==> src/rtl/exe_pipe_ctrl_pkg.sv <==
// Shared CPU definitions for the execute pipeline controller:
// register-address width and operand forwarding-source encodings.
package exe_pipe_ctrl_pkg;

    localparam int REGW = 6;

    typedef enum logic [1:0] {
        FWD_RF  = 2'd0,
        FWD_EXE = 2'd1,
        FWD_MEM = 2'd2,
        FWD_WB  = 2'd3
    } fwd_sel_e;

    localparam logic [15:0] STALL_MAX = 16'hFFFF;

endpackage

==> src/rtl/exe_pipe_ctrl_if.sv <==
// Decode/memory-side bundle of the execute pipeline controller.
// master drives decode/memory inputs, slave is the controller.
interface exe_pipe_ctrl_if #(
    parameter int REGW = exe_pipe_ctrl_pkg::REGW
);

    logic            fe_valid_in;
    logic            flush;
    logic [REGW-1:0] de_rs1_addr;
    logic [REGW-1:0] de_rs2_addr;
    logic            de_rs1_used;
    logic            de_rs2_used;
    logic            de_reg_en;
    logic            de_mem_read;
    logic [REGW-1:0] de_reg_waddr;
    logic            mem_data_ok;

    logic            de_valid;
    logic            exe_valid;
    logic            mem_valid;
    logic            wb_valid;
    logic            fe_allowin;
    logic            exe_bubble;
    logic            mem_wait;
    logic [1:0]      fwd_a_sel;
    logic [1:0]      fwd_b_sel;
    logic [15:0]     stall_cycles;

    modport master (
        output fe_valid_in, flush,
        output de_rs1_addr, de_rs2_addr,
        output de_rs1_used, de_rs2_used,
        output de_reg_en, de_mem_read, de_reg_waddr,
        output mem_data_ok,
        input  de_valid, exe_valid, mem_valid, wb_valid,
        input  fe_allowin, exe_bubble, mem_wait,
        input  fwd_a_sel, fwd_b_sel, stall_cycles
    );

    modport slave (
        input  fe_valid_in, flush,
        input  de_rs1_addr, de_rs2_addr,
        input  de_rs1_used, de_rs2_used,
        input  de_reg_en, de_mem_read, de_reg_waddr,
        input  mem_data_ok,
        output de_valid, exe_valid, mem_valid, wb_valid,
        output fe_allowin, exe_bubble, mem_wait,
        output fwd_a_sel, fwd_b_sel, stall_cycles
    );

endinterface

==> src/rtl/exe_pipe_ctrl_fwd_sel.sv <==
// Per-operand bypass source select: youngest producer wins,
// a load still in execute is never a source.
module fwd_sel #(
    parameter int W = 6
) (
    input  logic         de_valid,
    input  logic         used,
    input  logic [W-1:0] src,
    input  logic         exe_valid,
    input  logic         exe_reg_en,
    input  logic         exe_mem_read,
    input  logic [W-1:0] exe_waddr,
    input  logic         mem_valid,
    input  logic         mem_reg_en,
    input  logic [W-1:0] mem_waddr,
    input  logic         wb_valid,
    input  logic         wb_reg_en,
    input  logic [W-1:0] wb_waddr,
    output logic [1:0]   sel
);

    import exe_pipe_ctrl_pkg::*;

    logic exe_hit;
    logic mem_hit;
    logic wb_hit;
    logic active;

    always_comb begin
        active  = de_valid & used & (src != '0);
        exe_hit = exe_valid & exe_reg_en & ~exe_mem_read
                & (exe_waddr == src);
        mem_hit = mem_valid & mem_reg_en & (mem_waddr == src);
        wb_hit  = wb_valid & wb_reg_en & (wb_waddr == src);
        sel     = FWD_RF;
        if (active) begin
            if (exe_hit)      sel = FWD_EXE;
            else if (mem_hit) sel = FWD_MEM;
            else if (wb_hit)  sel = FWD_WB;
        end
    end

endmodule

==> src/rtl/exe_pipe_ctrl.sv <==
// Execute pipeline controller: stage occupancy, load-use stall,
// memory-wait freeze, operand forwarding and stall counting.
module exe_pipe_ctrl #(
    parameter int REGW = exe_pipe_ctrl_pkg::REGW
) (
    input logic            clk,
    input logic            resetn,
    exe_pipe_ctrl_if.slave bus
);

    import exe_pipe_ctrl_pkg::*;

    typedef struct packed {
        logic            reg_en;
        logic            mem_read;
        logic [REGW-1:0] waddr;
    } tag_t;

    logic        de_valid_q,  de_valid_d;
    logic        exe_valid_q, exe_valid_d;
    logic        mem_valid_q, mem_valid_d;
    logic        wb_valid_q,  wb_valid_d;
    tag_t        exe_q, exe_d;
    tag_t        mem_q, mem_d;
    tag_t        wb_q,  wb_d;
    logic [15:0] stall_q, stall_d;

    tag_t de_tag;
    logic mem_wait;
    logic rs1_hit;
    logic rs2_hit;
    logic load_use;
    logic lu_stall;

    always_comb begin
        de_tag   = '{reg_en:   bus.de_reg_en,
                     mem_read: bus.de_mem_read,
                     waddr:    bus.de_reg_waddr};
        mem_wait = mem_valid_q & mem_q.mem_read & ~bus.mem_data_ok;
        rs1_hit  = bus.de_rs1_used & (bus.de_rs1_addr == exe_q.waddr);
        rs2_hit  = bus.de_rs2_used & (bus.de_rs2_addr == exe_q.waddr);
        load_use = de_valid_q & exe_valid_q & exe_q.mem_read
                 & (exe_q.waddr != '0) & (rs1_hit | rs2_hit);
        // A redirect cancels the dependent, so it cannot stall.
        lu_stall = load_use & ~bus.flush;
    end

    always_comb begin
        de_valid_d  = de_valid_q;
        exe_valid_d = exe_valid_q;
        mem_valid_d = mem_valid_q;
        wb_valid_d  = wb_valid_q;
        exe_d       = exe_q;
        mem_d       = mem_q;
        wb_d        = wb_q;
        stall_d     = stall_q;
        if (mem_wait) begin
            de_valid_d = de_valid_q;
        end else if (lu_stall) begin
            exe_valid_d = 1'b0;
            exe_d       = '0;
            mem_valid_d = exe_valid_q;
            mem_d       = exe_q;
            wb_valid_d  = mem_valid_q;
            wb_d        = mem_q;
        end else begin
            de_valid_d  = bus.fe_valid_in & ~bus.flush;
            exe_valid_d = de_valid_q & ~bus.flush;
            exe_d       = de_tag;
            mem_valid_d = exe_valid_q;
            mem_d       = exe_q;
            wb_valid_d  = mem_valid_q;
            wb_d        = mem_q;
        end
        if ((mem_wait | lu_stall) && stall_q != STALL_MAX)
            stall_d = stall_q + 16'd1;
    end

    always_ff @(posedge clk or negedge resetn) begin
        if (!resetn) begin
            de_valid_q  <= 1'b0;
            exe_valid_q <= 1'b0;
            mem_valid_q <= 1'b0;
            wb_valid_q  <= 1'b0;
            exe_q       <= '0;
            mem_q       <= '0;
            wb_q        <= '0;
            stall_q     <= '0;
        end else begin
            de_valid_q  <= de_valid_d;
            exe_valid_q <= exe_valid_d;
            mem_valid_q <= mem_valid_d;
            wb_valid_q  <= wb_valid_d;
            exe_q       <= exe_d;
            mem_q       <= mem_d;
            wb_q        <= wb_d;
            stall_q     <= stall_d;
        end
    end

    fwd_sel #(.W(REGW)) u_fwd_a (
        .de_valid     (de_valid_q),
        .used         (bus.de_rs1_used),
        .src          (bus.de_rs1_addr),
        .exe_valid    (exe_valid_q),
        .exe_reg_en   (exe_q.reg_en),
        .exe_mem_read (exe_q.mem_read),
        .exe_waddr    (exe_q.waddr),
        .mem_valid    (mem_valid_q),
        .mem_reg_en   (mem_q.reg_en),
        .mem_waddr    (mem_q.waddr),
        .wb_valid     (wb_valid_q),
        .wb_reg_en    (wb_q.reg_en),
        .wb_waddr     (wb_q.waddr),
        .sel          (bus.fwd_a_sel)
    );

    fwd_sel #(.W(REGW)) u_fwd_b (
        .de_valid     (de_valid_q),
        .used         (bus.de_rs2_used),
        .src          (bus.de_rs2_addr),
        .exe_valid    (exe_valid_q),
        .exe_reg_en   (exe_q.reg_en),
        .exe_mem_read (exe_q.mem_read),
        .exe_waddr    (exe_q.waddr),
        .mem_valid    (mem_valid_q),
        .mem_reg_en   (mem_q.reg_en),
        .mem_waddr    (mem_q.waddr),
        .wb_valid     (wb_valid_q),
        .wb_reg_en    (wb_q.reg_en),
        .wb_waddr     (wb_q.waddr),
        .sel          (bus.fwd_b_sel)
    );

    assign bus.de_valid     = de_valid_q;
    assign bus.exe_valid    = exe_valid_q;
    assign bus.mem_valid    = mem_valid_q;
    assign bus.wb_valid     = wb_valid_q;
    assign bus.mem_wait     = mem_wait;
    assign bus.fe_allowin   = ~mem_wait & ~lu_stall;
    assign bus.exe_bubble   = ~mem_wait & lu_stall;
    assign bus.stall_cycles = stall_q;

endmodule

==> src/flat_wrapper.sv <==
// flat-port wrapper written by rule: the top's interface ports become plain ports
module exe_pipe_ctrl_flat import exe_pipe_ctrl_pkg::*;
#(
    parameter int REGW = exe_pipe_ctrl_pkg::REGW
)
  (clk, resetn, bus_fe_valid_in, bus_flush, bus_de_rs1_addr, bus_de_rs2_addr, bus_de_rs1_used, bus_de_rs2_used, bus_de_reg_en, bus_de_mem_read, bus_de_reg_waddr, bus_mem_data_ok, bus_de_valid, bus_exe_valid, bus_mem_valid, bus_wb_valid, bus_fe_allowin, bus_exe_bubble, bus_mem_wait, bus_fwd_a_sel, bus_fwd_b_sel, bus_stall_cycles);
  exe_pipe_ctrl_if #(.REGW(REGW)) bus_i ();
  input logic clk;
  input logic resetn;
  input wire logic [$bits(bus_i.fe_valid_in)-1:0] bus_fe_valid_in;
  input wire logic [$bits(bus_i.flush)-1:0] bus_flush;
  input wire logic [$bits(bus_i.de_rs1_addr)-1:0] bus_de_rs1_addr;
  input wire logic [$bits(bus_i.de_rs2_addr)-1:0] bus_de_rs2_addr;
  input wire logic [$bits(bus_i.de_rs1_used)-1:0] bus_de_rs1_used;
  input wire logic [$bits(bus_i.de_rs2_used)-1:0] bus_de_rs2_used;
  input wire logic [$bits(bus_i.de_reg_en)-1:0] bus_de_reg_en;
  input wire logic [$bits(bus_i.de_mem_read)-1:0] bus_de_mem_read;
  input wire logic [$bits(bus_i.de_reg_waddr)-1:0] bus_de_reg_waddr;
  input wire logic [$bits(bus_i.mem_data_ok)-1:0] bus_mem_data_ok;
  output wire logic [$bits(bus_i.de_valid)-1:0] bus_de_valid;
  output wire logic [$bits(bus_i.exe_valid)-1:0] bus_exe_valid;
  output wire logic [$bits(bus_i.mem_valid)-1:0] bus_mem_valid;
  output wire logic [$bits(bus_i.wb_valid)-1:0] bus_wb_valid;
  output wire logic [$bits(bus_i.fe_allowin)-1:0] bus_fe_allowin;
  output wire logic [$bits(bus_i.exe_bubble)-1:0] bus_exe_bubble;
  output wire logic [$bits(bus_i.mem_wait)-1:0] bus_mem_wait;
  output wire logic [$bits(bus_i.fwd_a_sel)-1:0] bus_fwd_a_sel;
  output wire logic [$bits(bus_i.fwd_b_sel)-1:0] bus_fwd_b_sel;
  output wire logic [$bits(bus_i.stall_cycles)-1:0] bus_stall_cycles;
  assign bus_i.fe_valid_in = bus_fe_valid_in;
  assign bus_i.flush = bus_flush;
  assign bus_i.de_rs1_addr = bus_de_rs1_addr;
  assign bus_i.de_rs2_addr = bus_de_rs2_addr;
  assign bus_i.de_rs1_used = bus_de_rs1_used;
  assign bus_i.de_rs2_used = bus_de_rs2_used;
  assign bus_i.de_reg_en = bus_de_reg_en;
  assign bus_i.de_mem_read = bus_de_mem_read;
  assign bus_i.de_reg_waddr = bus_de_reg_waddr;
  assign bus_i.mem_data_ok = bus_mem_data_ok;
  assign bus_de_valid = bus_i.de_valid;
  assign bus_exe_valid = bus_i.exe_valid;
  assign bus_mem_valid = bus_i.mem_valid;
  assign bus_wb_valid = bus_i.wb_valid;
  assign bus_fe_allowin = bus_i.fe_allowin;
  assign bus_exe_bubble = bus_i.exe_bubble;
  assign bus_mem_wait = bus_i.mem_wait;
  assign bus_fwd_a_sel = bus_i.fwd_a_sel;
  assign bus_fwd_b_sel = bus_i.fwd_b_sel;
  assign bus_stall_cycles = bus_i.stall_cycles;
  exe_pipe_ctrl #(.REGW(REGW)) u_core (.clk(clk), .resetn(resetn), .bus(bus_i));
endmodule
==> config.mk <==
export PLATFORM = sky130hd
export DESIGN_NAME = exe_pipe_ctrl_flat
export DESIGN_NICKNAME = d
export VERILOG_FILES = /design/src/rtl/exe_pipe_ctrl_pkg.sv /design/src/rtl/exe_pipe_ctrl_if.sv /design/src/rtl/exe_pipe_ctrl_fwd_sel.sv /design/src/rtl/exe_pipe_ctrl.sv /design/src/flat_wrapper.sv
export SDC_FILE = /design/constraint.sdc
export NUM_CORES = 1
export LEC_CHECK = 0
export CORE_AREA = 2 2 60 85
export DETAILED_ROUTE_END_ITERATION = 8
export DIE_AREA = 0 0 62 87
export PLACE_DENSITY = 0.87
export REMOVE_ABC_BUFFERS = 1
export SYNTH_ARGS = -nofsm -noshare
export SYNTH_HDL_FRONTEND = slang
export SYNTH_SLANG_ARGS = --single-unit
==> constraint.sdc <==
create_clock -name clk -period 5.9 [get_ports clk]
set_clock_uncertainty 0.15 [all_clocks]
set_input_delay 0.885 -clock clk [delete_from_list [all_inputs] [get_ports clk]]
set_output_delay 0.885 -clock clk [all_outputs]
set_load 0.05 [all_outputs]
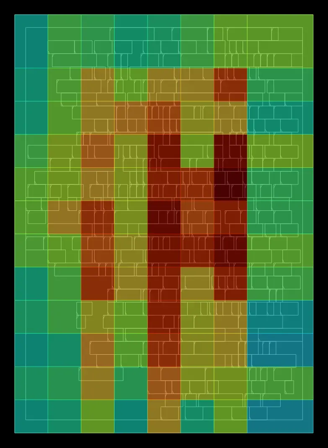
(run_1/congestion.png)
most crowded layer after global routing: met2
final core utilization: 67.8%
post-DR wirelength/cell: 16.0 um
global-route usage over all layers: 24.6%
met3 layer usage reported by global route: 4.90%

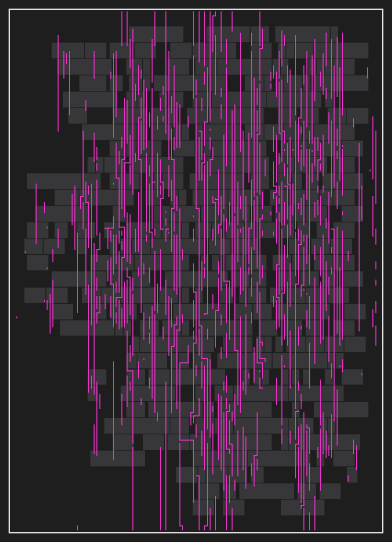
(run_1/layer_met2.png)
(6 px per um)
The layer carries 3140 um of wire. The wires run mostly vertical.

==> design notes, run 1 <==
The detailed router reported a total wirelength of 6050 um. After detailed routing, no signal wire sits above met4. The hold path depth was 2. The number of sinks driven by the clock tree came out at 43. The run finished with clean final reports. For this block, wires on met1 add up to 2430 um. The tools report the worst min-delay path endpoint as u_core.wb_q[7]$_DFFE_PN0N_.

Per the synth stats, the flop cell with the highest instance count is sky130_fd_sc_hd__dfrtp_1. Static timing analysis puts the maximum clock frequency at 229 MHz. Traced cell by cell, the critical path runs through clkdlybuf4s50_1 > or4_1 > o311ai_0 > a21oi_1 > and2_1 > clkdlybuf4s50_1. The power report lists cell-internal power as 0.608 mW.

CTS placed an instance of sky130_fd_sc_hd__clkbuf_8 at the clock tree root. The first global-routing pass estimated 9910 um of wire. Per the synth log, the flip-flop and latch total comes to 43.

Clock latency on the worst-skew pair, taken at its later pin, is 0.30 ns. The logs give 2 for the H-tree level count and 0.00245 sq mm for the area of the synthesized netlist per yosys stat. The logic share of the area came out at 41.0%.

The run gives 3.33 ns for the data arrival time of the critical path. In the finished design the tool counted flip-flops and latches totalling 43. Per the timing report, the most critical flop-to-flop path finishes at u_core.bus.stall_cycles[6]$_DFFE_PN0P_. Before placement the cells fill 52.3% of the core. The startpoint of the most critical hold path is u_core.wb_q[7]$_DFFE_PN0N_.

Final antenna diode count: 0. The run gives 53 for the count of input and output buffers. The areal power density over the cells is 289 mW/mm^2.

Summing the areas of all and, or, nand and nor instances in the mapped netlist gives 21.3% of the synthesized area. For this block, the via count after detailed routing is 2097. The number of warnings printed during yosys synthesis is 0.

The run gives 1.36 nW as the leakage power summed over all cells. After synthesis, the most frequently instantiated cells are sky130_fd_sc_hd__nand2_1 (51), sky130_fd_sc_hd__dfrtp_1 (43), sky130_fd_sc_hd__xnor2_1 (24), sky130_fd_sc_hd__xor2_1 (21), sky130_fd_sc_hd__nor2_1 (15). The run reported a max-capacitance violation count of 0. The cell area that synthesis handed to floorplanning was 0.00245 sq mm. Clock-pin slew was measured on the worst setup and hold paths at 0.09 ns.

The sum of internal, switching and leakage power was 0.919 mW. The run gives 33.8% for the flop share of the area. Setup repair after global routing left no endpoint under its margin.

The most used cell along the critical path is sky130_fd_sc_hd__clkdlybuf4s50_1. Per the synth stats, the proportion of register bits with asynchronous set or reset is 100%. Cells with a size suffix above 1 make up 7.35% of the layout. The tools report the final number of max-transition violations as 0.

Buffers outside the clock tree occupy 17.3% of the routed design's cell area. The switching part of the total came out at 33.8%. After synthesis, the design contains 257 cells according to Yosys.

The tools report the power in sequential cells as 0.370 mW. Averaged over all synthesized cells, the footprint is 9.55 sq um. The worst setup path is captured at an output pin. The number of placed cells counting well taps came out at 369. The slowest cell on the critical path is sky130_fd_sc_hd__clkdlybuf4s50_1. Area share of xor/xnor cells in the synthesized design: 16.1%. TritonCTS built the clock tree.

The number of placed I/O pins is 54, and the number of flip-flops under the largest register name is 16.
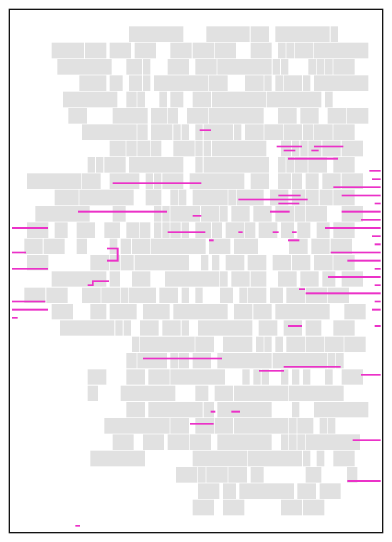
(run_1/layer_met3.png)
(6 px per um)
43 nets have wire on it. The wires run mostly horizontal.

==> run 1: through the flow <==
step / utilization, % / hold WS (ns)
finish: 67.8 / 0.335
global route: 67.8 / 0.358
CTS: 67.8 / 0.342
detailed placement: 64.9 / 0.323
global placement: 64.9 / 0.299
floorplan: - / 0.289
==> run 1: per-layer routing <==
| metal | global-route usage [%] | vias up |
|---|---|---|
| met5 | 0 | - |
| met4 | 14.5 | 0 |
| met3 | 4.90 | 22 |
| met2 | 40.6 | 68 |
| met1 | 28.1 | 1012 |
| li1 | - | 995 |
==> run_1/metal_density.png <==
(4 px per um) 12 x 17 tiles, from dark blue (low) to red (high), scaled to the fullest tile. Values are wire area over tile area, all layers added.
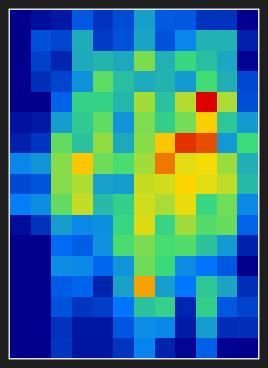

==> run 2: changes to the inputs <==
Settings changed: CORE_AREA 2 2 60 85 to 2 2 62 88, DIE_AREA 0 0 62 87 to 0 0 64 90, PLACE_DENSITY 0.87 to 0.82.
Clock period 5.9 ns to 4.1 ns, I/O delays scaled along.
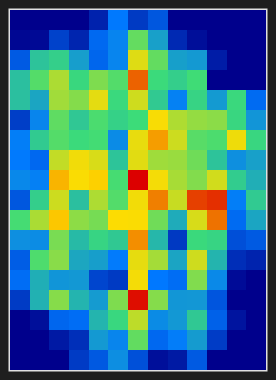
(run_2/metal_density.png)
(4 px per um) 13 x 18 tiles, from dark blue (low) to red (high), scaled to the fullest tile. Values are wire area over tile area, all layers added.
14% of the tiles are nearly empty. The mean over all tiles is 0.16. 33% of the tiles are over half the peak. The fullest tile reaches 0.44. The densest ninth of the die: middle.

==> run 2 against run 1 <==
Area after synthesis unchanged. Final area down 0.51%. Combinational power up 41%.
==> design notes, run 2 <==
The tools report the yosys cell count as 257 (unchanged). Post-synth the commonest register cell is sky130_fd_sc_hd__dfrtp_1. With the final sequential cell count at 43 (unchanged), the post-cts repair resize count is 0.

The tools report the data arrival time of the critical path as 3.03 ns (-0.30 ns). The routed length on met1 was 2490 um (+2.6%). Leaving out buffers and inverters, the combinational logic in the layout accounts for 0.00130 sq mm. The run gives 0 (unchanged) as the count of maximum capacitance violations. The slew of the pin with the lowest slew margin is 0.960 ns. The run gives 43.9% as the share of synthesized area occupied by flip-flops and latches.

The tools report the met3 track demand over resource in global routing as 3.25% (-1.6 points). The run gives 1.36 nW (+0.19%) as the leakage power summed over all cells. In the post-route analysis, the smallest setup slack over all paths is 0.300 ns.

For the floorplan utilization, the log shows 49.0% (-3.3 points). STA classifies the critical path endpoint as an output pin. Switching part of the total: 35.8% (+2.0 points). Post-synthesis area per instance: 9.55 sq um (unchanged). For reference, the critical path cell chain is clkdlybuf4s50_1 > or4_1 > o311ai_0 > a21oi_1 > and2_1 > clkdlybuf4s50_1. The simple-gate portion of the synthesized area is 21.3% (unchanged), and the flop share of the area is 34.0% (+0.17 points). The run gives 54 (unchanged) for the number of placed I/O pins.

Areal power density over the cells: 400 mW/mm^2 (+39%). The run gives 100% (unchanged) for the fraction of registers with async set/reset. The tools report the remaining global-route overflow as 0. The slowest cell on the critical path was sky130_fd_sc_hd__clkdlybuf4s50_1. The total internal power is 0.813 mW (+34%), and the clock transition time at the flip-flop clock pins of the worst setup and hold paths is 0.08 ns (about the same). Combinational logic burns 31.1% of the power. The run gives 2 for the worst path buffer plus inverter count. The cell that appears most often on the critical path is sky130_fd_sc_hd__clkdlybuf4s50_1.

The global-route usage over all layers is 22.2% (-2.4 points). The H-tree level count is 2 (unchanged), and the number of storage elements in the synthesis netlist is 43 (unchanged). The total wirelength of the detailed-routed design was 5900 um (-2.4%); the area of the synthesized netlist per yosys stat was 0.00245 sq mm (unchanged).

With the proportion of layout cells with a drive suffix above 1 at 8.31% (+0.96 points), the area share of xor/xnor cells in the synthesized design is 16.1% (unchanged). TritonRoute reported its final design rule violation total as 0. The highest layer touched by signal routing is met4.

The final hold violation count came out at 0. The run gives 36.0% as the tightest slew margin relative to the limit. The tools report the CTS root buffer as sky130_fd_sc_hd__clkbuf_8.

Type of element launching the critical path: a primary input. The first-pass GRT wire length is 10000 um (+1.2%), and the final antenna diode count is 0 (unchanged). The logs give 0.535 mW (+45%) for the power in sequential cells and 2070 (-1.3%) for the routed via count.

The logs give 1.27 mW (+38%) for the sum of internal, switching and leakage power and 63.2% (-4.5 points) for the post-route core utilization. For the number of placed cells counting well taps, the log shows 371 (+0.54%). For the latest clock arrival within the worst-skew pair, the log shows 0.30 ns (about the same). The logic share of the area was 41.2% (+0.21 points); the final number of max-transition violations was 0 (unchanged). The number of flip-flops under the largest register name is 16 (unchanged). The flow ran to the end, and the final reports show no timing, DRC or antenna violations. The run gives 27.3% (-0.85 points) as the global routing usage on met1. By area the synthesized netlist is led by sky130_fd_sc_hd__dfrtp_1 (44%), sky130_fd_sc_hd__xnor2_1 (8.6%), sky130_fd_sc_hd__nand2_1 (7.8%).

The total standard cell area after synthesis came out at 0.00245 sq mm (unchanged). Sorting the synthesized cells by how often they occur yields sky130_fd_sc_hd__nand2_1 (51), sky130_fd_sc_hd__dfrtp_1 (43), sky130_fd_sc_hd__xnor2_1 (24), sky130_fd_sc_hd__xor2_1 (21), sky130_fd_sc_hd__nor2_1 (15). The post-detailed-route wirelength per cell is 15.6 um (-2.9%), and the number of sinks driven by the clock tree is 43 (unchanged). The count of input and output buffers is 53 (unchanged). The net switching power of the design was 0.454 mW. Setup repair after global routing left no endpoint under its margin. Derived from the worst setup path, the maximum achievable clock frequency is 263 MHz.

The post-route worst hold slack was 0.298 ns (-0.0366 ns). Non-clock inverters in the final layout number 9. The run gives 38.3% (-2.3 points) for the met2 track utilization from global routing. After global routing, the most crowded layer is met2.
[run 2: final timing paths]
path | from | end | cells after the start
max in group asynchronous | resetn | u_core.exe_q[6]$_DFFE_PN0N_ | 1
hold / removal | resetn | u_core.bus.stall_cycles[1]$_DFFE_PN0P_ | 1
setup reg to reg | u_core.exe_q[3]$_DFFE_PN0N_ | u_core.bus.stall_cycles[6]$_DFFE_PN0P_ | 6
min in group clk | u_core.wb_q[7]$_DFFE_PN0N_ | u_core.wb_q[7]$_DFFE_PN0N_ | 2
hold reg to reg | u_core.wb_q[7]$_DFFE_PN0N_ | u_core.wb_q[7]$_DFFE_PN0N_ | 2
setup / recovery | bus_de_rs1_addr[0] | bus_fwd_a_sel[1] | 6
No activity file was given, so power comes from the tool's default toggle rates.
